<file path="config.mk">
export PLATFORM = sky130hd
export DESIGN_NAME = core_wb_arb_flat
export DESIGN_NICKNAME = d
export VERILOG_FILES = /design/src/rtl/core_wb_arb_pkg.sv /design/src/rtl/core_wb_arb_if.sv /design/src/rtl/core_wb_tmr.sv /design/src/rtl/core_wb_arb.sv /design/src/flat_wrapper.sv
export SDC_FILE = /design/constraint.sdc
export NUM_CORES = 1
export LEC_CHECK = 0
export CORE_AREA = 5 5 121 123
export DETAILED_ROUTE_END_ITERATION = 7
export DIE_AREA = 0 0 126 128
export PLACE_DENSITY = 0.64
export SETUP_SLACK_MARGIN = 0.5
export SYNTH_ARGS = -nofsm -noshare
export SYNTH_HDL_FRONTEND = slang
export SYNTH_SLANG_ARGS = --single-unit
export TNS_END_PERCENT = 10
</file>
<file path="constraint.sdc">
create_clock -name clk -period 1.7 [get_ports clk]
set_clock_uncertainty 0.2 [all_clocks]
set_input_delay 0.17 -clock clk [delete_from_list [all_inputs] [get_ports clk]]
set_output_delay 0.17 -clock clk [all_outputs]
set_load 0.05 [all_outputs]
</file>
<file path="src/rtl/core_wb_arb_pkg.sv">
// Shared encodings for the core Wishbone arbiter: FSM states, grant bit
// indices and the default watchdog limit.
package core_wb_arb_pkg;

  typedef enum logic [1:0] {
    WBARB_IDLE  = 2'd0,
    WBARB_G_IFU = 2'd1,
    WBARB_G_MAU = 2'd2
  } wbarb_state_t;

  localparam int WBARB_IFU = 0;
  localparam int WBARB_MAU = 1;
  localparam int WBARB_TMO = 255;

endpackage

</file>
<file path="src/rtl/core_wb_arb_if.sv">
// One Wishbone link. The master modport drives the request side; the slave
// modport returns read data and terminations.
interface core_wb_arb_if #(
  parameter int AW = 32,
  parameter int DW = 32
);
  logic            cyc;
  logic            stb;
  logic            we;
  logic [DW/8-1:0] sel;
  logic [AW-1:0]   adr;
  logic [DW-1:0]   dat_w;
  logic [DW-1:0]   dat_r;
  logic            ack;
  logic            err;
  logic            rty;

  modport master (
    output cyc, stb, we, sel, adr, dat_w,
    input  dat_r, ack, err, rty
  );

  modport slave (
    input  cyc, stb, we, sel, adr, dat_w,
    output dat_r, ack, err, rty
  );
endinterface

</file>
<file path="src/rtl/core_wb_tmr.sv">
// 8-bit bus watchdog. tmo fires combinationally on the cycle the count of
// unanswered strobe cycles reaches TMO, and the counter restarts from zero.
module core_wb_tmr #(
  parameter int TMO = 255
) (
  input  logic clk,
  input  logic rst,
  input  logic run,
  input  logic clr,
  output logic tmo
);
  localparam logic [7:0] LIMIT = 8'(TMO - 1);

  logic [7:0] count_reg;
  logic [7:0] count_next;

  assign tmo = run && (count_reg == LIMIT);

  always_comb begin
    count_next = count_reg;
    if (clr || tmo) begin
      count_next = 8'd0;
    end else if (run) begin
      count_next = count_reg + 8'd1;
    end
  end

  always_ff @(posedge clk or posedge rst) begin
    if (rst) begin
      count_reg <= 8'd0;
    end else begin
      count_reg <= count_next;
    end
  end
endmodule

</file>
<file path="src/rtl/core_wb_arb.sv">
// Two-master Wishbone arbiter (m0 = IFU, m1 = MAU) with per-cycle grants,
// alternating priority on contention and a watchdog that turns a hung slave into err.
module core_wb_arb
  import core_wb_arb_pkg::*;
#(
  parameter int AW  = 32,
  parameter int DW  = 32,
  parameter int TMO = WBARB_TMO
) (
  input  logic         clk,
  input  logic         rst,
  core_wb_arb_if.slave  m0,
  core_wb_arb_if.slave  m1,
  core_wb_arb_if.master bus,
  output logic [1:0]   gnt
);
  wbarb_state_t state_reg;
  wbarb_state_t state_next;
  logic         last_reg;   // 0 = IFU released last, 1 = MAU
  logic         last_next;

  logic sel_ifu;
  logic sel_mau;
  logic stb_mux;
  logic term_any;
  logic run;
  logic clr;
  logic tmo;

  always_ff @(posedge clk or posedge rst) begin
    if (rst) begin
      state_reg <= WBARB_IDLE;
      last_reg  <= 1'b0;
    end else begin
      state_reg <= state_next;
      last_reg  <= last_next;
    end
  end

  always_comb begin
    state_next = state_reg;
    last_next  = last_reg;
    case (state_reg)
      WBARB_IDLE: begin
        if (m0.cyc && m1.cyc) begin
          state_next = last_reg ? WBARB_G_IFU : WBARB_G_MAU;
        end else if (m0.cyc) begin
          state_next = WBARB_G_IFU;
        end else if (m1.cyc) begin
          state_next = WBARB_G_MAU;
        end
      end
      WBARB_G_IFU: begin
        if (!m0.cyc) begin
          state_next = WBARB_IDLE;
          last_next  = 1'b0;
        end
      end
      WBARB_G_MAU: begin
        if (!m1.cyc) begin
          state_next = WBARB_IDLE;
          last_next  = 1'b1;
        end
      end
      default: state_next = WBARB_IDLE;
    endcase
  end

  assign sel_ifu        = (state_reg == WBARB_G_IFU);
  assign sel_mau        = (state_reg == WBARB_G_MAU);
  assign gnt[WBARB_IFU] = sel_ifu;
  assign gnt[WBARB_MAU] = sel_mau;

  // Request path is a pure mux so a granted master pays no latency per beat.
  always_comb begin
    bus.cyc   = 1'b0;
    stb_mux   = 1'b0;
    bus.we    = 1'b0;
    bus.sel   = '0;
    bus.adr   = '0;
    bus.dat_w = '0;
    if (sel_ifu) begin
      bus.cyc   = m0.cyc;
      stb_mux   = m0.stb;
      bus.we    = m0.we;
      bus.sel   = m0.sel;
      bus.adr   = m0.adr;
      bus.dat_w = m0.dat_w;
    end else if (sel_mau) begin
      bus.cyc   = m1.cyc;
      stb_mux   = m1.stb;
      bus.we    = m1.we;
      bus.sel   = m1.sel;
      bus.adr   = m1.adr;
      bus.dat_w = m1.dat_w;
    end
  end

  // A real termination in the timeout cycle suppresses run, so it wins.
  assign term_any = bus.ack || bus.err || bus.rty;
  assign run      = stb_mux && !term_any;
  assign clr      = term_any || ((state_reg != WBARB_IDLE) && (state_next == WBARB_IDLE));
  assign bus.stb  = stb_mux && !tmo;

  core_wb_tmr #(.TMO(TMO)) u_tmr (
    .clk (clk),
    .rst (rst),
    .run (run),
    .clr (clr),
    .tmo (tmo)
  );

  assign m0.dat_r = bus.dat_r;
  assign m1.dat_r = bus.dat_r;
  assign m0.ack   = sel_ifu && bus.ack;
  assign m0.err   = sel_ifu && (bus.err || tmo);
  assign m0.rty   = sel_ifu && bus.rty;
  assign m1.ack   = sel_mau && bus.ack;
  assign m1.err   = sel_mau && (bus.err || tmo);
  assign m1.rty   = sel_mau && bus.rty;
endmodule

</file>
<file path="src/flat_wrapper.sv">
// flat-port wrapper written by rule: the top's interface ports become plain ports
module core_wb_arb_flat import core_wb_arb_pkg::*;
#(
  parameter int AW  = 32,
  parameter int DW  = 32,
  parameter int TMO = WBARB_TMO
)
  (clk, rst, gnt, m0_cyc, m0_stb, m0_we, m0_sel, m0_adr, m0_dat_w, m0_dat_r, m0_ack, m0_err, m0_rty, m1_cyc, m1_stb, m1_we, m1_sel, m1_adr, m1_dat_w, m1_dat_r, m1_ack, m1_err, m1_rty, bus_cyc, bus_stb, bus_we, bus_sel, bus_adr, bus_dat_w, bus_dat_r, bus_ack, bus_err, bus_rty);
  core_wb_arb_if #(.AW(AW), .DW(DW)) m0_i ();
  core_wb_arb_if #(.AW(AW), .DW(DW)) m1_i ();
  core_wb_arb_if #(.AW(AW), .DW(DW)) bus_i ();
  input  logic clk;
  input  logic rst;
  output logic [1:0] gnt;
  input wire logic [$bits(m0_i.cyc)-1:0] m0_cyc;
  input wire logic [$bits(m0_i.stb)-1:0] m0_stb;
  input wire logic [$bits(m0_i.we)-1:0] m0_we;
  input wire logic [$bits(m0_i.sel)-1:0] m0_sel;
  input wire logic [$bits(m0_i.adr)-1:0] m0_adr;
  input wire logic [$bits(m0_i.dat_w)-1:0] m0_dat_w;
  output wire logic [$bits(m0_i.dat_r)-1:0] m0_dat_r;
  output wire logic [$bits(m0_i.ack)-1:0] m0_ack;
  output wire logic [$bits(m0_i.err)-1:0] m0_err;
  output wire logic [$bits(m0_i.rty)-1:0] m0_rty;
  input wire logic [$bits(m1_i.cyc)-1:0] m1_cyc;
  input wire logic [$bits(m1_i.stb)-1:0] m1_stb;
  input wire logic [$bits(m1_i.we)-1:0] m1_we;
  input wire logic [$bits(m1_i.sel)-1:0] m1_sel;
  input wire logic [$bits(m1_i.adr)-1:0] m1_adr;
  input wire logic [$bits(m1_i.dat_w)-1:0] m1_dat_w;
  output wire logic [$bits(m1_i.dat_r)-1:0] m1_dat_r;
  output wire logic [$bits(m1_i.ack)-1:0] m1_ack;
  output wire logic [$bits(m1_i.err)-1:0] m1_err;
  output wire logic [$bits(m1_i.rty)-1:0] m1_rty;
  output wire logic [$bits(bus_i.cyc)-1:0] bus_cyc;
  output wire logic [$bits(bus_i.stb)-1:0] bus_stb;
  output wire logic [$bits(bus_i.we)-1:0] bus_we;
  output wire logic [$bits(bus_i.sel)-1:0] bus_sel;
  output wire logic [$bits(bus_i.adr)-1:0] bus_adr;
  output wire logic [$bits(bus_i.dat_w)-1:0] bus_dat_w;
  input wire logic [$bits(bus_i.dat_r)-1:0] bus_dat_r;
  input wire logic [$bits(bus_i.ack)-1:0] bus_ack;
  input wire logic [$bits(bus_i.err)-1:0] bus_err;
  input wire logic [$bits(bus_i.rty)-1:0] bus_rty;
  assign m0_i.cyc = m0_cyc;
  assign m0_i.stb = m0_stb;
  assign m0_i.we = m0_we;
  assign m0_i.sel = m0_sel;
  assign m0_i.adr = m0_adr;
  assign m0_i.dat_w = m0_dat_w;
  assign m0_dat_r = m0_i.dat_r;
  assign m0_ack = m0_i.ack;
  assign m0_err = m0_i.err;
  assign m0_rty = m0_i.rty;
  assign m1_i.cyc = m1_cyc;
  assign m1_i.stb = m1_stb;
  assign m1_i.we = m1_we;
  assign m1_i.sel = m1_sel;
  assign m1_i.adr = m1_adr;
  assign m1_i.dat_w = m1_dat_w;
  assign m1_dat_r = m1_i.dat_r;
  assign m1_ack = m1_i.ack;
  assign m1_err = m1_i.err;
  assign m1_rty = m1_i.rty;
  assign bus_cyc = bus_i.cyc;
  assign bus_stb = bus_i.stb;
  assign bus_we = bus_i.we;
  assign bus_sel = bus_i.sel;
  assign bus_adr = bus_i.adr;
  assign bus_dat_w = bus_i.dat_w;
  assign bus_i.dat_r = bus_dat_r;
  assign bus_i.ack = bus_ack;
  assign bus_i.err = bus_err;
  assign bus_i.rty = bus_rty;
  core_wb_arb #(.AW(AW), .DW(DW), .TMO(TMO)) u_core (.clk(clk), .rst(rst), .m0(m0_i), .m1(m1_i), .bus(bus_i), .gnt(gnt));
endmodule
</file>
==> run_1/ff_map.png <==
Scale: 4 px per um. Other sequential cells in the stronger gray, the rest of the logic in the fainter gray.
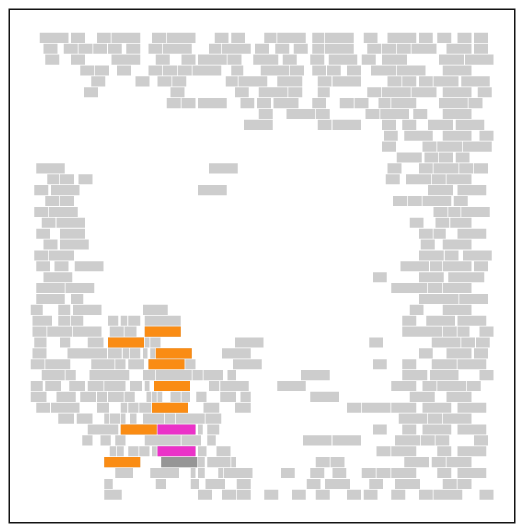
[u_core.u_tmr.count_reg] orange | sequential cells: 8
[u_core.state_reg] magenta | sequential cells: 2

==> run_1/clock_nets.png <==
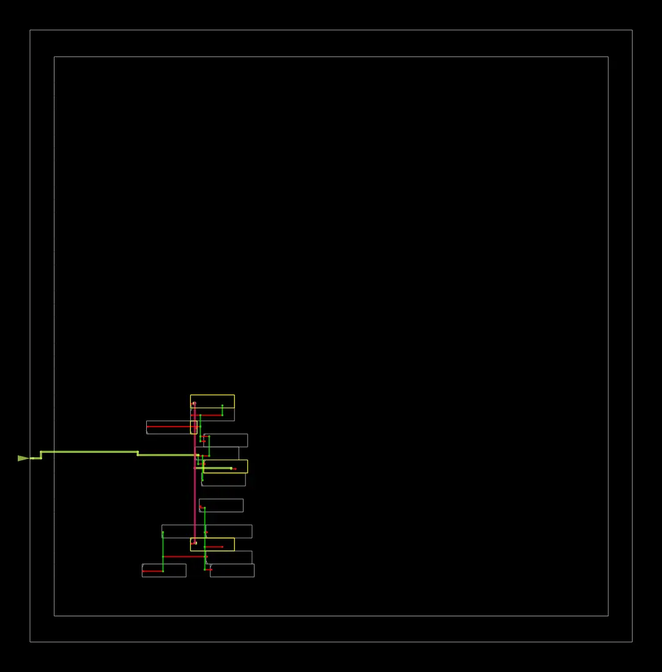
CTS sink cnt: 11
CTS buffer count: 3
clock buffers: 4

==> run_1/layers.png <==
Scale: 4 px per um.
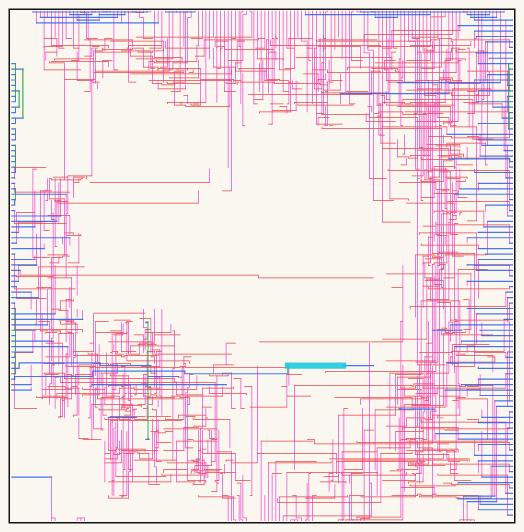
[M4] green | wire length: 96.6 um
[M2] magenta | wire length: 6320 um
[M5] cyan | wire length: 13.8 um
[M3] blue | wire length: 1310 um
[M1] red | wire length: 4620 um

==> run_1/util_map.png <==
Scale: 3 px per um. The die is cut into 13 by 13 equal tiles; white is low, dark blue is high, 0 to 100% covered.
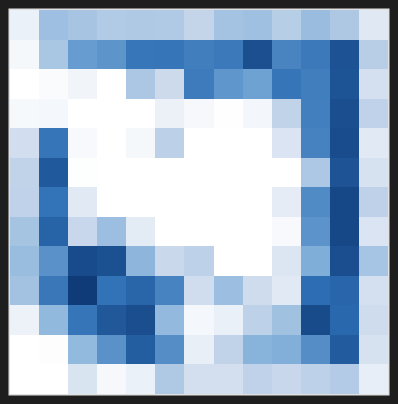
mean over tiles: 34%
densest ninth of the die: north-east
emptiest ninth of the die: center
fullest tile: 95%
tiles over 75% full: 14%
nearly empty tiles: 20%

==> flow_summary_export.csv, run 1 <==
group,metric,value,unit
power_and_ir_drop,p_leak,2.349,nW
grt,use_met2,0.2238,
sta,fin_ws,-0.3516,ns
cells_and_area,logic_area,0.001579,mm^2
logic_synthesis,yosys_warnings,0,
sta,finalSetupViolCount,87,
detailed_routing,route.met3.wl,1.314,mm
logic_synthesis,yosysSeqAreaShare,0.1413,
clock_network,clock_latency,0.24,ns
logic_synthesis,area_leaders,"a22o_1 (31%), buf_4 (25%), dfrtp_1 (14%)",
status,status,"finished with violations",
detailed_routing,vias,2543,
cells_and_area,drive_gt1_frac,0.5096,
floorplanning,tap_cells,180,
detailed_routing,drcViolationCount,0,
detailed_routing,drt_iter0_markers,75,
logic_synthesis,syn-cell-area,0.001948,mm^2
clock_network,clk_pin_slew,0.04,ns
cells_and_area,instances_no_fill,596,
logic_synthesis,synth_compound_gate_area_share,0.3886,
min_path,hp-class,"in -> async",
logic_synthesis,mux_share,0.005138,
logic_synthesis,simple_gate_share,0.1265,
placed_design,io_buffers,225,
critical_path,critPathBufInv,1,
logic_synthesis,ys_seq_elements,11,
logic_synthesis,edf_count,0,
floorplanning,fp-row-count,43,
placed_design,preCtsSetupSlack,-0.5737,ns
critical_path,worstSetupPathType,"reg -> out",
power_and_ir_drop,finalPower,4.308,mW
critical_path,crit_cells,5,
grt,antenna_found_initial,1,
critical_path,reg2reg_from,"u_core.u_tmr.count_reg[4]$_DFFE_PP0P_",
detailed_routing,final_antenna_net_count,0,
logic_synthesis,synth-async-reset-ratio,1.000,
logic_synthesis,flop_cell,"dfrtp_1",
clock_network,clock_path_buffers,2,
cells_and_area,nets,598,
floorplanning,ioPinCount,322,
critical_path,crit_end,"m1_err",
detailed_routing,totalWireLength,12.36,mm
sta,grt_setup_unrepaired,"true",
cells_and_area,comb_cells,131,
critical_path,crit_fanout,3,
critical_path,crit_path_end_kind,"primary output",
power_and_ir_drop,power.density_cell_area,753.1,mW/mm^2
cells_and_area,comb_area_frac,0.2760,
critical_path,arrival,1.68,ns
critical_path,critPathLaunchType,"flip-flop",
floorplanning,die_area,0.01613,mm^2
power_and_ir_drop,ir_drop,0.0003175,V
cells_and_area,clock_tree_area_fraction,0.01378,
sta,slew_violations,0,
logic_synthesis,logic_family,"AND-OR/OR-AND gates",
placed_design,dpl_cell_area,0.005029,mm^2
critical_path,r2r_slack,-0.14,ns
cells_and_area,largest_reg_flops,8,
status,violations,"negative setup slack",
flow_run,max-cap-violations,0,
cells_and_area,final_area,0.005720,mm^2
floorplanning,die_width,126,um
cells_and_area,buf_share,0.6192,
-- run 1: power by group --
| group | total [mW] | leakage (nW) | internal [mW] | switching, mW |
|---|---|---|---|---|
| Combinational | 3.59 | 2.17 | 1.86 | 1.72 |
| Clock | 0.425 | 0.0382 | 0.314 | 0.111 |
| Sequential | 0.296 | 0.145 | 0.278 | 0.0189 |
| Total | 4.31 | 2.35 | 2.46 | 1.85 |
-- run 1: cells by family after synthesis --
family	after synthesis
DFF	11
and+or+nand+nor	39
muxes	1
xor gates and xnor gates	5
AOI/OAI and AO/OA	84
adders and majority gates	2
buffers and inverters	86
-- run 1: what timing repair did --
action	4_1_cts	5_1_grt
gates resized	40	36
hold buffers	0	0
setup endpoints to repair	90	90
cloned	2	4
hold endpoints to repair	0	0
pin swaps	24	15
buffers inserted	3	3
--- run 2 (diff from run 1) ---
CTS_BUF_LIST = sky130_fd_sc_hd__clkbuf_8   (was unset)
SKIP_LAST_GASP = 1   (was unset)
==> run_2/layers.png <==
Scale: 4 px per um.
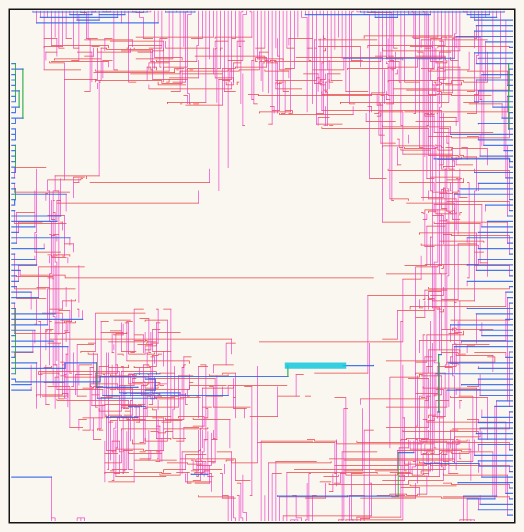
[M1] red | wire length: 4440 um
[M5] cyan | wire length: 13.8 um
[M4] green | wire length: 99.3 um
[M3] blue | wire length: 1370 um
[M2] magenta | wire length: 6220 um
post-DR wirelength/cell: 20.27 um
total track usage: 0.1306
total routed wirelength: 12.14 mm
routed via count: 2562

==> run 2 against run 1 <==
Net effect: utilization is 2.1 points lower; combinational power shrank 4%; critical path depth is 2 higher; first-iteration DRC count up 73%; via count is 0.75% higher; cell area is 5.1% lower; worst setup slack lost 0.044 ns; die area unchanged; count of clock-buffer cells in the layout fell by 1; non-clock buffer count up 3; fmax shrank 2.1%; worst hold slack improved by 0.00096 ns; the run still ends with negative setup slack left.
==> flow_summary_export.csv, run 2 <==
group,metric,value,unit
status,status,"finished with violations",
status,violations,"negative setup slack",
flow_run,max-cap-violations,0,
critical_path,critPathLaunchType,"flip-flop",
logic_synthesis,yosysSeqAreaShare,0.1413,
detailed_routing,drt_iter0_markers,130,
critical_path,critPathBufInv,2,
logic_synthesis,mux_share,0.005138,
critical_path,crit_end,"m1_err",
critical_path,worstSetupPathType,"reg -> out",
sta,grt_setup_unrepaired,"true",
logic_synthesis,edf_count,0,
critical_path,reg2reg_from,"u_core.state_reg[0]$_DFF_PP0_",
power_and_ir_drop,power.density_cell_area,732.2,mW/mm^2
clock_network,postCtsSetupRepairBufs,6,
logic_synthesis,logic_family,"AND-OR/OR-AND gates",
clock_network,clkSinkCount,11,
detailed_routing,final_antenna_net_count,0,
clock_network,clk_pin_slew,0.05,ns
clock_network,cts_buffers,3,
power_and_ir_drop,p_leak,2.201,nW
logic_synthesis,area_leaders,"a22o_1 (31%), buf_4 (25%), dfrtp_1 (14%)",
floorplanning,fp-row-count,43,
logic_synthesis,yosys_warnings,0,
floorplanning,die_width,126,um
cells_and_area,final_area,0.005431,mm^2
placed_design,dpl_cell_area,0.005029,mm^2
placed_design,io_buffers,225,
clock_network,clock_path_buffers,2,
logic_synthesis,synth_compound_gate_area_share,0.3886,
clock_network,clock_latency,0.24,ns
min_path,hp-class,"in -> async",
critical_path,crit_path_end_kind,"primary output",
critical_path,arrival,1.73,ns
sta,fin_ws,-0.3957,ns
logic_synthesis,simple_gate_share,0.1265,
sta,slew_violations,0,
logic_synthesis,ys_seq_elements,11,
placed_design,preCtsSetupSlack,-0.5737,ns
clock_network,cts_resized,16,
cells_and_area,nets,601,
sta,finalSetupViolCount,86,
==> run_2/ff_map.png <==
Scale: 4 px per um. Other sequential cells in the stronger gray, the rest of the logic in the fainter gray.
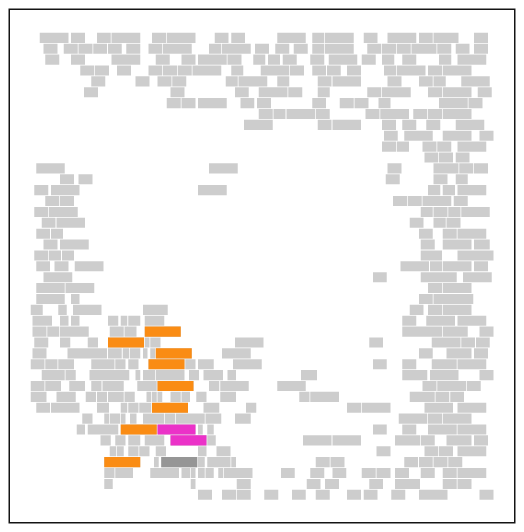
[u_core.u_tmr.count_reg] orange | sequential cells: 8
[u_core.state_reg] magenta | sequential cells: 2

run 2: metal layers:
metal / routed length (um) / vias up / global-route usage
met5: 13 / - / 0
met4: 99 / 2 / 0.01893
met3: 1366 / 23 / 0.05333
met2: 6218 / 186 / 0.2241
met1: 4442 / 1185 / 0.1572
li1: - / 1166 / -
run 2: power breakdown:
group	leakage (nW)	total [mW]	internal, mW	switching [mW]
Combinational	2.03	3.43	1.77	1.67
Clock	0.0269	0.252	0.158	0.0935
Sequential	0.146	0.291	0.276	0.0146
run 2: layout make-up:
cell class	count	area, um^2	area share
clock buffers	3	41.29	0.007602
clock inverters	1	3.754	0.0006911
inverters	4	17.52	0.003225
multi-input cells	131	1316	0.2423
flip-flops and latches	11	276.5	0.05091
well taps	180	225.2	0.04147
repair buffers	269	3551	0.6538
Power and IR drop assume default switching activity.
